### src/rtl/tick_phase_sequencer.sv
// Tick-driven traffic-light phase sequencer: NS/EW green-yellow-allred cycle.
// Optional pedestrian walk phase is built when TICK_PHASE_PED_WALK_EN is defined.
module tick_phase_sequencer #(
  parameter int GREEN_TICKS  = 5,
  parameter int YELLOW_TICKS = 2,
  parameter int ALLRED_TICKS = 1,
  parameter int WALK_TICKS   = 3,
  parameter int CNT_W        = 4
) (
  input  logic       clk,
  input  logic       reset,
  input  logic       tick,
  input  logic       ped_req,
  output logic [2:0] ns_light,
  output logic [2:0] ew_light,
  output logic       walk,
  output logic [2:0] state,
  output logic       phase_done
);

  typedef enum logic [2:0] {
    NS_GREEN  = 3'd0,
    NS_YELLOW = 3'd1,
    ALLRED_A  = 3'd2,
    EW_GREEN  = 3'd3,
    EW_YELLOW = 3'd4,
    ALLRED_B  = 3'd5,
    PED_WALK  = 3'd6
  } phase_e;

  logic [2:0]       st;
  logic [2:0]       nxt;
  logic [CNT_W-1:0] cnt;
  logic             illegal;

  function automatic logic [CNT_W-1:0] last_cnt(input logic [2:0] s);
    case (s)
      NS_GREEN, EW_GREEN:   last_cnt = CNT_W'(GREEN_TICKS - 1);
      NS_YELLOW, EW_YELLOW: last_cnt = CNT_W'(YELLOW_TICKS - 1);
      ALLRED_A, ALLRED_B:   last_cnt = CNT_W'(ALLRED_TICKS - 1);
      PED_WALK:             last_cnt = CNT_W'(WALK_TICKS - 1);
      default:              last_cnt = '0;
    endcase
  endfunction

`ifdef TICK_PHASE_PED_WALK_EN
  logic ped_pend;

  assign illegal = (st == 3'd7);
  assign walk    = (st == PED_WALK);
`else
  logic unused_ped_req;

  assign unused_ped_req = ped_req;
  assign illegal        = (st >= 3'd6);
  assign walk           = 1'b0;
`endif

  always_comb begin
    nxt = ALLRED_A;
    case (st)
      NS_GREEN:  nxt = NS_YELLOW;
      NS_YELLOW: nxt = ALLRED_A;
      ALLRED_A:  nxt = EW_GREEN;
      EW_GREEN:  nxt = EW_YELLOW;
      EW_YELLOW: nxt = ALLRED_B;
`ifdef TICK_PHASE_PED_WALK_EN
      ALLRED_B:  nxt = ped_pend ? PED_WALK : NS_GREEN;
      PED_WALK:  nxt = NS_GREEN;
`else
      ALLRED_B:  nxt = NS_GREEN;
`endif
      default:   nxt = ALLRED_A;
    endcase
  end

  // Sequencing stage: counter, state and done pulse all change together
  always_ff @(posedge clk or posedge reset) begin
    if (reset) begin
      st         <= ALLRED_B;
      cnt        <= '0;
      phase_done <= 1'b0;
`ifdef TICK_PHASE_PED_WALK_EN
      ped_pend   <= 1'b0;
`endif
    end else begin
      phase_done <= 1'b0;
`ifdef TICK_PHASE_PED_WALK_EN
      if (ped_req && st != PED_WALK) ped_pend <= 1'b1;
`endif
      if (illegal) begin
        st  <= ALLRED_A;
        cnt <= '0;
      end else if (tick) begin
        if (cnt == last_cnt(st)) begin
          st         <= nxt;
          cnt        <= '0;
          phase_done <= 1'b1;
`ifdef TICK_PHASE_PED_WALK_EN
          // Entering the walk consumes any request seen on this same clock
          if (nxt == PED_WALK) ped_pend <= 1'b0;
`endif
        end else begin
          cnt <= cnt + 1'b1;
        end
      end
    end
  end

  always_comb begin
    ns_light = 3'b100;
    ew_light = 3'b100;
    case (st)
      NS_GREEN:  ns_light = 3'b001;
      NS_YELLOW: ns_light = 3'b010;
      EW_GREEN:  ew_light = 3'b001;
      EW_YELLOW: ew_light = 3'b010;
      default: begin
        ns_light = 3'b100;
        ew_light = 3'b100;
      end
    endcase
  end

  assign state = st;

endmodule

### config.mk
export PLATFORM = sky130hd
export DESIGN_NAME = tick_phase_sequencer
export DESIGN_NICKNAME = d
export VERILOG_FILES = /design/src/rtl/tick_phase_sequencer.sv
export SDC_FILE = /design/constraint.sdc
export NUM_CORES = 1
export LEC_CHECK = 0
export CORE_AREA = 2 2 39 41
export DETAILED_ROUTE_END_ITERATION = 6
export DIE_AREA = 0 0 41 43
export PLACE_DENSITY = 0.8
export SYNTH_ARGS = -nofsm -noshare
export SYNTH_HDL_FRONTEND = slang
export SYNTH_SLANG_ARGS = --single-unit
### constraint.sdc
create_clock -name clk -period 2.25 [get_ports clk]
set_input_delay 0.45 -clock clk [delete_from_list [all_inputs] [get_ports clk]]
set_output_delay 0.45 -clock clk [all_outputs]
set_load 0.01 [all_outputs]
==> run_1/drive_strength.png <==
Scale: 8 px per um.
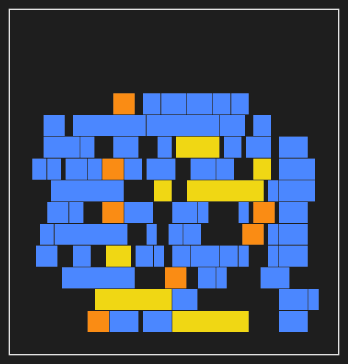
color	size	cells	share
blue	drive 1 or less	63	82%
yellow	drive 2	7	9.1%
orange	drive 3 to 4	7	9.1%
layout buffer count excluding clock buffers: 16
final worst setup slack: 103 ps
post-route cell area: 729 um^2
area growth from synthesis to layout: 29.8%

==> run_1/zoom.png <==
Window x 0 to 25, y 18 to 43 um. Cells in gray, sequential cells in the stronger gray; small squares are vias.
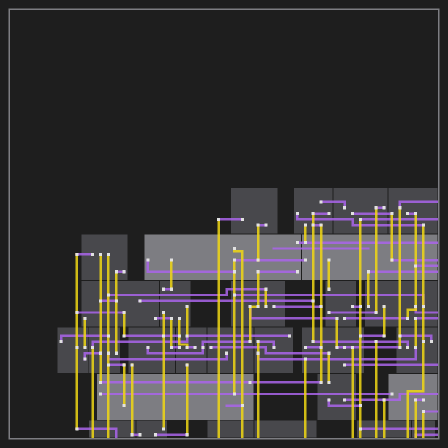
color	layer
purple	met1
yellow	met2
cells with their middle in the window	22
netlist names of flops here include	cnt (3)
sequential cells in the window	3
most frequent	dfrtp_1 (3), a21oi_1 (2), nand3_1 (2)

==> run_1/met1.png <==
Scale: 12 px per um.
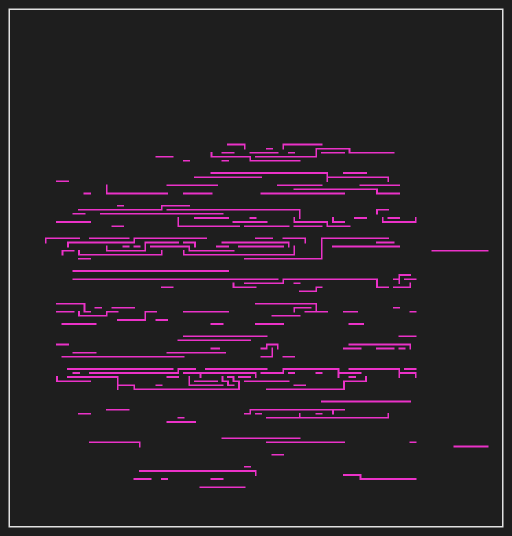
wire length on this layer	565 um
longest straight run	17.0 um
main direction	horizontal
wire length reported by the detailed router: 1.16 mm
vias after detailed routing: 493

==> Slide: Implementation Results, run 1 <==
Synthesis and Place & Route Summary

Clock network
  • Total clock buffers created by CTS: 3
  • Number of sinks on the clock net: 8
  • Post-CTS setup buffers: 2
  • Number of gates given a new drive strength after cts: 0
  • CTS H-Tree Depth: 1
  • Insertion delay at the late pin of the worst-skew pair: 250 ps
  • Clock tree from TritonCTS: done
  • Clock transition at the registers of the reported paths: 50 ps
  • Hold-fix buffers at CTS: 0
  • Clk Tree Root Cell: sky130_fd_sc_hd__clkbuf_4

Min path
  • Min-delay worst type: in2async

Layout
  • Sequential portion of the cell area: 0.280
  • Non-clock buffering overhead in the final layout: 0.213
  • Fraction of standard cell area in multi-input logic: 0.439
  • Footprint of the flip-flops and latches: 204 um^2
  • Non-filler cells, final: 93
  • Layout net count: 84
  • Layout Utilization: 0.527
  • Biggest register: cnt
  • Most instantiated logic cell after routing: sky130_fd_sc_hd__clkdlybuf4s50_1
  • Most frequent logic cells in the routed design: sky130_fd_sc_hd__clkdlybuf4s50_1 (10), sky130_fd_sc_hd__nor2_1 (6), sky130_fd_sc_hd__dfrtp_1 (5)
  • Clock Network Area Fraction: 0.0309
  • Number of non-clock inverters in the layout: 2
  • Logic area: 320 um^2
  • Number of flip-flops under the largest register name: 4
  • Fraction of final layout cells sized beyond drive strength 1: 0.182
  • Number of inserted diodes: 0
  • FFs & Latches: 8
  • Largest area class, layout: multi-input combinational cells
  • Fill count: 133

Synthesis
  • Most numerous cell types in the synthesized netlist: sky130_fd_sc_hd__dfrtp_1 (6), sky130_fd_sc_hd__nor2_1 (6), sky130_fd_sc_hd__buf_2 (4), sky130_fd_sc_hd__nand2b_1 (4)
  • Count of flip-flops with a built-in enable after synthesis: 0
  • Async set-or-reset flop fraction in the synthesized netlist: 1.00
  • Post-synthesis share of cell area spent on xor and xnor gates: 0.0624
  • Syn avg cell area: 8.78 um^2
  • Netlist area before placement: 562 um^2
  • Post-synthesis share of cell area spent on and, or, nand and nor gates: 0.307
  • Sequential share of the synthesized area: 0.361
  • Cell count in the Yosys report: 64
  • Number of nets in the synthesized netlist: 69
  • Chip area line of the yosys report: 562 um^2
  • And-or/or-and share of the synthesized area: 0.154
  • Tally of yosys warning messages: 0
  • Count of distinct cell types in the synthesized netlist: 33
  • Primary FF master, synth: sky130_fd_sc_hd__dfrtp_1
  • Number of instances in the synthesized netlist: 64
  • Fraction of synthesized cell area taken by the top area cell type: 0.267
  • Area fraction in mux cells: 0.0178
  • Post-synth area hogs: sky130_fd_sc_hd__dfrtp_1 (27%), sky130_fd_sc_hd__dfstp_2 (9.4%), sky130_fd_sc_hd__xnor2_1 (4.7%)
  • Biggest area consumer among synthesized cells: sky130_fd_sc_hd__dfrtp_1
  • Flop and latch count out of synthesis: 8

Detailed routing
  • Detailed Route Iter0 Violations: 8
  • Met2 Routed Length: 565 um
  • Wire per inst: 12.5 um
  • Met3 Routed Length: 32 um
  • DRC violations left: 0
  • Routed length on met1: 564 um
  • Number of vias per cell: 5.30
  • Number of detailed-routing iterations run before antenna repair: 3
  • Remaining antenna violation count after routing: 0

Setup path
  • Biggest fanout along the worst timing path: 7
  • Worst reg-to-reg path cell count: 5
  • End of the critical path: ew_light[2]
  • Cell family with the largest share of critical-path delay: flip-flops
  • Worst reg2reg endpoint: phase_done$_DFF_PP0_
  • Nature of the critical path startpoint: flop
  • Worst Path Required: 1800 ps
  • Critical path cell sequence: nor2_1, and2_1, nor2_1, clkdlybuf4s50_1
  • Instance count on the critical path: 4
  • Worst-case register-to-register setup slack: 210 ps
  • Longest individual stage delay on the worst path: 590 ps
  • Buf/Inv on CP: 1
  • Type of the worst setup path: reg2out
  • CP Launch Point: state[2]$_DFFE_PP1P_
  • Reg2reg start: state[2]$_DFFE_PP1P_
  • Library cell contributing the largest single delay on the critical path: sky130_fd_sc_hd__dfstp_2
  • Critical path arrival: 1700 ps

Power
  • VDD IR-drop max: 0.000647 V
  • Total internal power: 0.609 mW
  • Biggest consumer: combinational cells
  • Switching power: 0.411 mW
  • Clock group share of total power: 0.104
  • Total Power: 1.02 mW
  • Clock network power: 0.107 mW
  • Sequential cell power: 0.317 mW
  • Fraction of power consumed by combinational cells: 0.585
  • Proportion of total power due to net switching: 0.403
  • Portion of total power attributed to sequential cells: 0.311
  • Pwr/cell area: 1400 mW/mm^2
  • Leakage dissipation: 0.332 nW

Place
  • Port bufs: 12
  • Placed Cells incl. Taps: 87
  • Routability-driven placement congestion ratio: 0.734
  • Sum of net half-perimeters after detailed placement: 795 um
  • Instance area at placement: 678 um^2
  • Setup slack at placement: 174 ps

Global route
  • Antenna violations before repair: 0
  • Layer with the highest usage: met2
  • Met3 global-route usage: 0
  • Global routing usage on met2: 0.259
  • Vias in the first global route: 491
  • Maximum number of pins on one net before global-route repair: 14
  • GRT Total Usage: 0.170
  • Global routing met1 resource utilization: 0.222
  • First-pass GRT wire length: 2.04 mm

Floorplanning
  • Vertical die dimension: 43 um
  • Overall chip area: 0.00176 mm^2
  • Width of the chip: 41 um
  • Row cnt: 14
  • Number of well taps: 16
  • Floorplan Core Area: 0.00138 mm^2
  • Top-Level Pins: 15

STA
  • Unrepaired setup endpoints after global routing: no
  • Setup Viol. Count Final: 0
  • Final hold slack: 448 ps
  • Setup skew after layout: 6.01 ps
  • Final number of max-transition violations: 0
  • Final TNS setup: 0 ps
  • Achievable Freq: 466 MHz
  • Final Hold Violating Endpoints: 0
  • Post-route minimum period: 2150 ps

Outcome
  • Outcome: finished clean

Run
  • # Max-Cap Violations: 0
  • Number of warning messages in the logs: 27
==> run_1/final_congestion.png <==
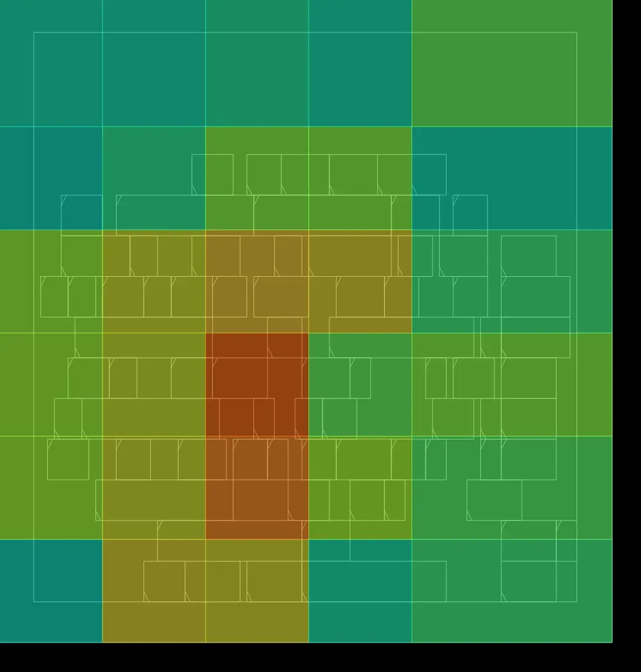

==> run 2: changes to the inputs <==
DONT_BUFFER_PORTS = 1   (was not set)
PLACE_DENSITY = 0.66   (was 0.8)
RECOVER_POWER = 100   (was not set)
==> run_2/final_congestion.png <==
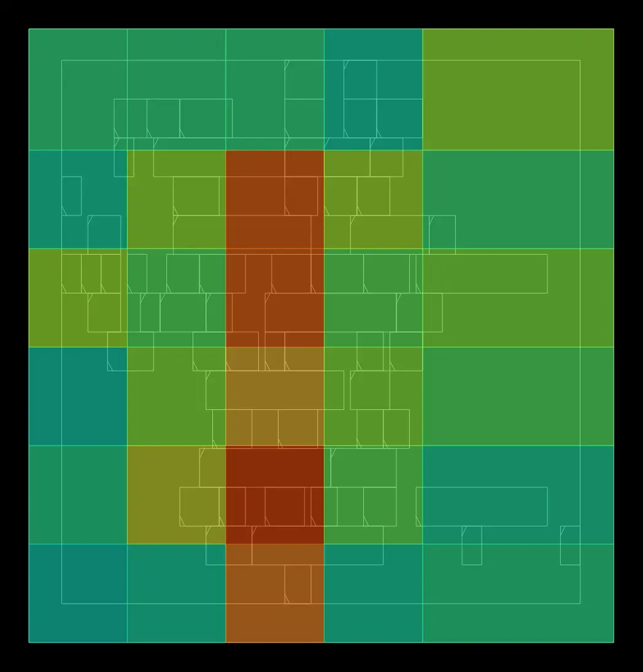
global routing usage on met2: 0.225
Layout Utilization: 0.430

==> run_2/met1.png <==
Scale: 12 px per um.
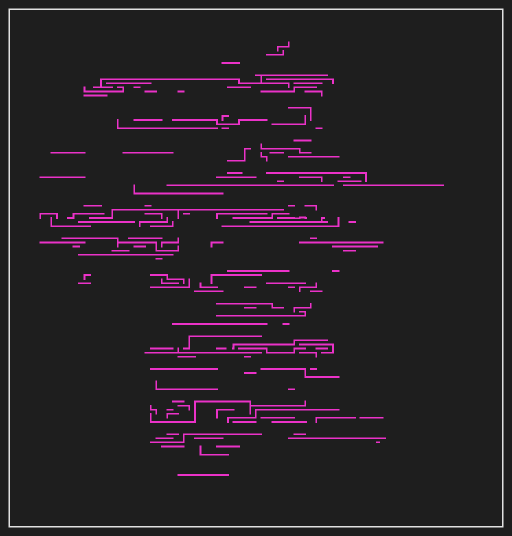
wire length reported by the detailed router: 1.09 mm
global routing met1 resource utilization: 0.175
vias after detailed routing: 459

==> run_2/zoom.png <==
Window x 0 to 25, y 18 to 43 um. Cells in gray, sequential cells in the stronger gray; small squares are vias.
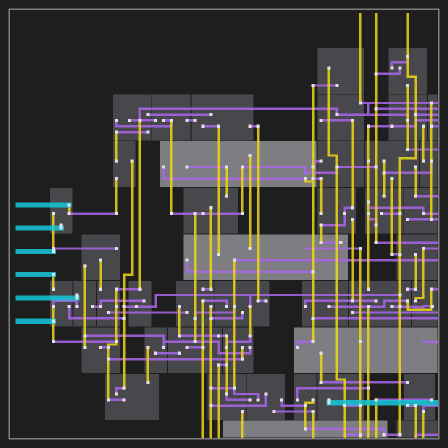

==> Slide: Implementation Results, run 2 <==
Synthesis and Place & Route Summary

Global route
  • Layer with the highest usage: met2
  • First-pass GRT wire length: 1.74 mm (-15%)
  • Vias in the first global route: 420 (-14%)
  • Maximum number of pins on one net before global-route repair: 14 (unchanged)
  • Antenna violations before repair: 0 (unchanged)

Layout
  • Number of flip-flops under the largest register name: 4 (unchanged)
  • Non-clock buffering overhead in the final layout: 0.0378 (-0.175)
  • Fill count: 143 (+7.5%)
  • Fraction of standard cell area in multi-input logic: 0.538 (+0.0987)
  • Footprint of the flip-flops and latches: 203 um^2 (-0.61%)
  • Layout net count: 71 (-15%)
  • Area growth from synthesis to layout: 6.01%
  • Number of inserted diodes: 0 (unchanged)
  • Clock Network Area Fraction: 0.0378 (+0.00694)
  • Largest area class, layout: multi-input combinational cells
  • Layout buffer count excluding clock buffers: 3 (-13)
  • Post-route cell area: 596 um^2 (-18%)
  • Sequential portion of the cell area: 0.340 (+0.0607)

Setup path
  • Biggest fanout along the worst timing path: 5 (-2)
  • Critical path cell sequence: nand2_2, or4b_1, a311oi_2, and2_0, a31o_2
  • Longest individual stage delay on the worst path: 540 ps (-50 ps)
  • Type of the worst setup path: reg2reg
  • Worst reg2reg endpoint: state[0]$_DFFE_PP1P_
  • Buf/Inv on CP: 0 (-1)
  • Reg2reg start: state[2]$_DFFE_PP1P_
  • Nature of the critical path startpoint: flop
  • Critical path arrival: 2220 ps (+520 ps)

Power
  • Clock network power: 0.115 mW (+7%)
  • Clock group share of total power: 0.133 (+0.029)
  • Pwr/cell area: 1450 mW/mm^2 (+3.6%)
  • Sequential cell power: 0.311 mW (-2%)
  • Total Power: 0.862 mW (-15%)
  • Switching power: 0.388 mW (-5.5%)
  • Total internal power: 0.474 mW (-22%)
  • Proportion of total power due to net switching: 0.450 (+0.0472)
  • Biggest consumer: combinational cells
  • Leakage dissipation: 0.256 nW (-23%)
  • Portion of total power attributed to sequential cells: 0.361 (+0.050)

STA
  • Setup skew after layout: 6.28 ps (+0.268 ps)
  • Final TNS setup: 0 ps (unchanged)
  • Final number of max-transition violations: 0 (unchanged)
  • Achievable Freq: 495 MHz (+6.4%)
  • Post-route minimum period: 2020 ps (-129 ps)
  • Unrepaired setup endpoints after global routing: no
  • Final Hold Violating Endpoints: 0 (unchanged)

Synthesis
  • Chip area line of the yosys report: 562 um^2 (unchanged)
  • Tally of yosys warning messages: 0 (unchanged)
  • Primary FF master, synth: sky130_fd_sc_hd__dfrtp_1
  • Post-synth area hogs: sky130_fd_sc_hd__dfrtp_1 (27%), sky130_fd_sc_hd__dfstp_2 (9.4%), sky130_fd_sc_hd__xnor2_1 (4.7%)
  • Biggest area consumer among synthesized cells: sky130_fd_sc_hd__dfrtp_1
  • Async set-or-reset flop fraction in the synthesized netlist: 1.00 (unchanged)
  • Count of distinct cell types in the synthesized netlist: 33 (unchanged)
  • Area fraction in mux cells: 0.0178 (unchanged)
  • Fraction of synthesized cell area taken by the top area cell type: 0.267 (unchanged)
  • Cell count in the Yosys report: 64 (unchanged)
  • Netlist area before placement: 562 um^2 (unchanged)
  • Number of nets in the synthesized netlist: 69 (unchanged)
  • Sequential share of the synthesized area: 0.361 (unchanged)
  • And-or/or-and share of the synthesized area: 0.154 (unchanged)
  • Count of flip-flops with a built-in enable after synthesis: 0 (unchanged)
  • Post-synthesis share of cell area spent on xor and xnor gates: 0.0624 (unchanged)
  • Flop and latch count out of synthesis: 8 (unchanged)
  • Number of instances in the synthesized netlist: 64 (unchanged)

Floorplanning
  • Vertical die dimension: 43 um (unchanged)
  • Row cnt: 14 (unchanged)
  • Width of the chip: 41 um (unchanged)
  • Number of well taps: 16 (unchanged)

Detailed routing
  • Met2 Routed Length: 551 um (-2.5%)
  • Number of detailed-routing iterations run before antenna repair: 2 (-1)
  • Met3 Routed Length: 38 um (+19%)
  • Routed length on met1: 479 um (-15%)
  • Number of vias per cell: 5.74 (+8.2%)
  • DRC violations left: 0 (unchanged)
  • Detailed Route Iter0 Violations: 7 (-1)

Clock network
  • Clock tree from TritonCTS: done
  • Insertion delay at the late pin of the worst-skew pair: 260 ps (about the same)
  • Number of gates given a new drive strength after cts: 0 (unchanged)
  • Hold-fix buffers at CTS: 0 (unchanged)
  • Total clock buffers created by CTS: 3 (unchanged)
  • Clk Tree Root Cell: sky130_fd_sc_hd__clkbuf_4
  • Post-CTS setup buffers: 0 (-2)
  • Clock transition at the registers of the reported paths: 60 ps (about the same)

Place
  • Routability-driven placement congestion ratio: 0.673 (-8.4%)
  • Instance area at placement: 573 um^2 (-15%)
  • Setup slack at placement: 319 ps (+145 ps)

Run
  • Number of warning messages in the logs: 27 (unchanged)

Outcome
  • Outcome: finished clean
No activity file was given, so power comes from the tool's default toggle rates.
